### PDN straps and rails

Scale bar: 20 um. Pins as bars on the die edge.
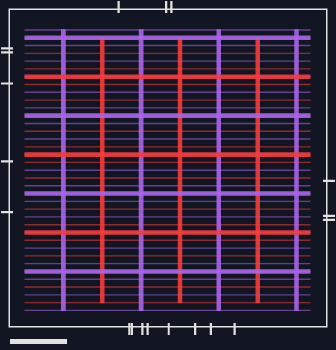
### Placed cells, one color a class

Fill, decap, tap and diode cells in gray.
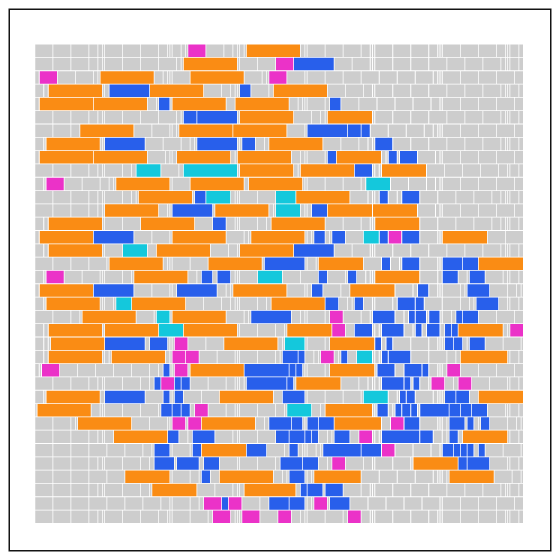
Design uart_tx_stim, sky130hd; sources not shown.
==> results.json <==
{
  "yosys_register_bits": 92,
  "leakage_nw": 1.72,
  "total_number_of_cells_along_the_worst_setup_path": 12,
  "wire_length_of_the_first_global_routing_pass_mm": 12.4,
  "achievable-frequency_mhz": 398,
  "drt-wirelength-per-cell_um": 17.2,
  "area_growth_from_synthesis_to_layout_pct": 16.2,
  "proportion_of_cell_area_spent_on_the_clock_network": 0.0449,
  "critPathBufInv": 2,
  "post_dp_cell_area_um2": 4470,
  "critical_path.cell_chain": "inv_1, ha_1, and4bb_4, o211ai_4, inv_4, ha_4, xor2_1, ha_1, a21oi_2, xor2_1, nor2_1, xor2_1",
  "timing.reg2reg.worst_path_depth": 12,
  "synthTopCellsByCount": "sky130_fd_sc_hd__edfxtp_1, sky130_fd_sc_hd__dfrtp_1, sky130_fd_sc_hd__mux4_2, sky130_fd_sc_hd__nand2_1, sky130_fd_sc_hd__nor2_1",
  "num_antenna_cells": 0,
  "synthMostInstantiatedCell": "sky130_fd_sc_hd__edfxtp_1",
  "final-setup-viol-count": 0,
  "final_nets": 315,
  "netlist-cell-type-count": 44,
  "clock_insertion_delay_worst_skew_ns": 0.36,
  "dpl.cell_count": 414,
  "cts_num_sinks": 92,
  "worstSetupPathType": "flop to flop",
  "critPathMaxFanout": 9,
  "clock_tree_from_tritoncts": "yes",
  "first_global_vias": 2294,
  "max_slew_margin": 0.515,
  "synth.cellmix.simpleShare": 0.0845,
  "synthesis.nets": 278,
  "postRouteWirelength_mm": 7.38,
  "post_cts.resized_instances": 0,
  "yosysChipArea_um2": 4030,
  "finalClockPeriodUsage": 0.931,
  "place_hpwl_mm": 4.87,
  "synth_async_sr_flop_share": 0.304,
  "largest_area_cell": "sky130_fd_sc_hd__edfxtp_1",
  "outcome": "completed",
  "synth-edff-count": 64,
  "final-instance-count-excl-fill": 430,
  "critPathMaxStageDelay_ns": 0.40,
  "clock_tree.root_cell": "sky130_fd_sc_hd__clkbuf_8"
}
Notes on 'PDN straps and rails' above:
- VDD: red
- VSS: purple
- met5 straps: 7
- rows: 36
- met1 rails: 37
- met4 straps: 7
- signal pins: 19
height of the die: 110 um
horizontal die dimension: 110 um
Peak VDD IR: 0.000421 V
Core Footprint: 9770 um^2

Notes on 'Placed cells, one color a class' above:
- all other logic: blue (cells 155)
- other buffers and delay cells: magenta (cells 34)
- flops: orange (cells 92)
- clock drivers and dummy loads: cyan (cells 16)
total non-filler cell area in the finished layout: 4680 um^2
sequential cell area share: 0.562
post-layout utilization of the core: 0.479
Placement Rows: 36

-- cell families after synthesis --
group,after synthesis
AND-OR/OR-AND,36
XOR/XNOR,9
AND/OR/NAND/NOR,63
adder cells (fa/ha/maj),12
flip-flops,92
buffers and inverters,15
multiplexers,28
-- layer usage --
| metal | vias up | routed length, um | global-route usage |
|---|---|---|---|
| met1 | 1136 | 3260 | 0.177 |
| met3 | 9 | 256 | 0.0320 |
| li1 | 1057 | - | - |
| met5 | - | 0 | - |
| met4 | 0 | 100 | 0.0449 |
| met2 | 29 | 3770 | 0.228 |
-- where the power goes --
part / total, W / switching (W) / internal, W
Clock: 0.000985 / 0.000534 / 0.000451
Combinational: 0.00216 / 0.00125 / 0.000903
Sequential: 0.00218 / 0.000284 / 0.00190
Total: 0.00532 / 0.00207 / 0.00325
Power figures rest on the tool's default switching activity, not on a simulated workload.
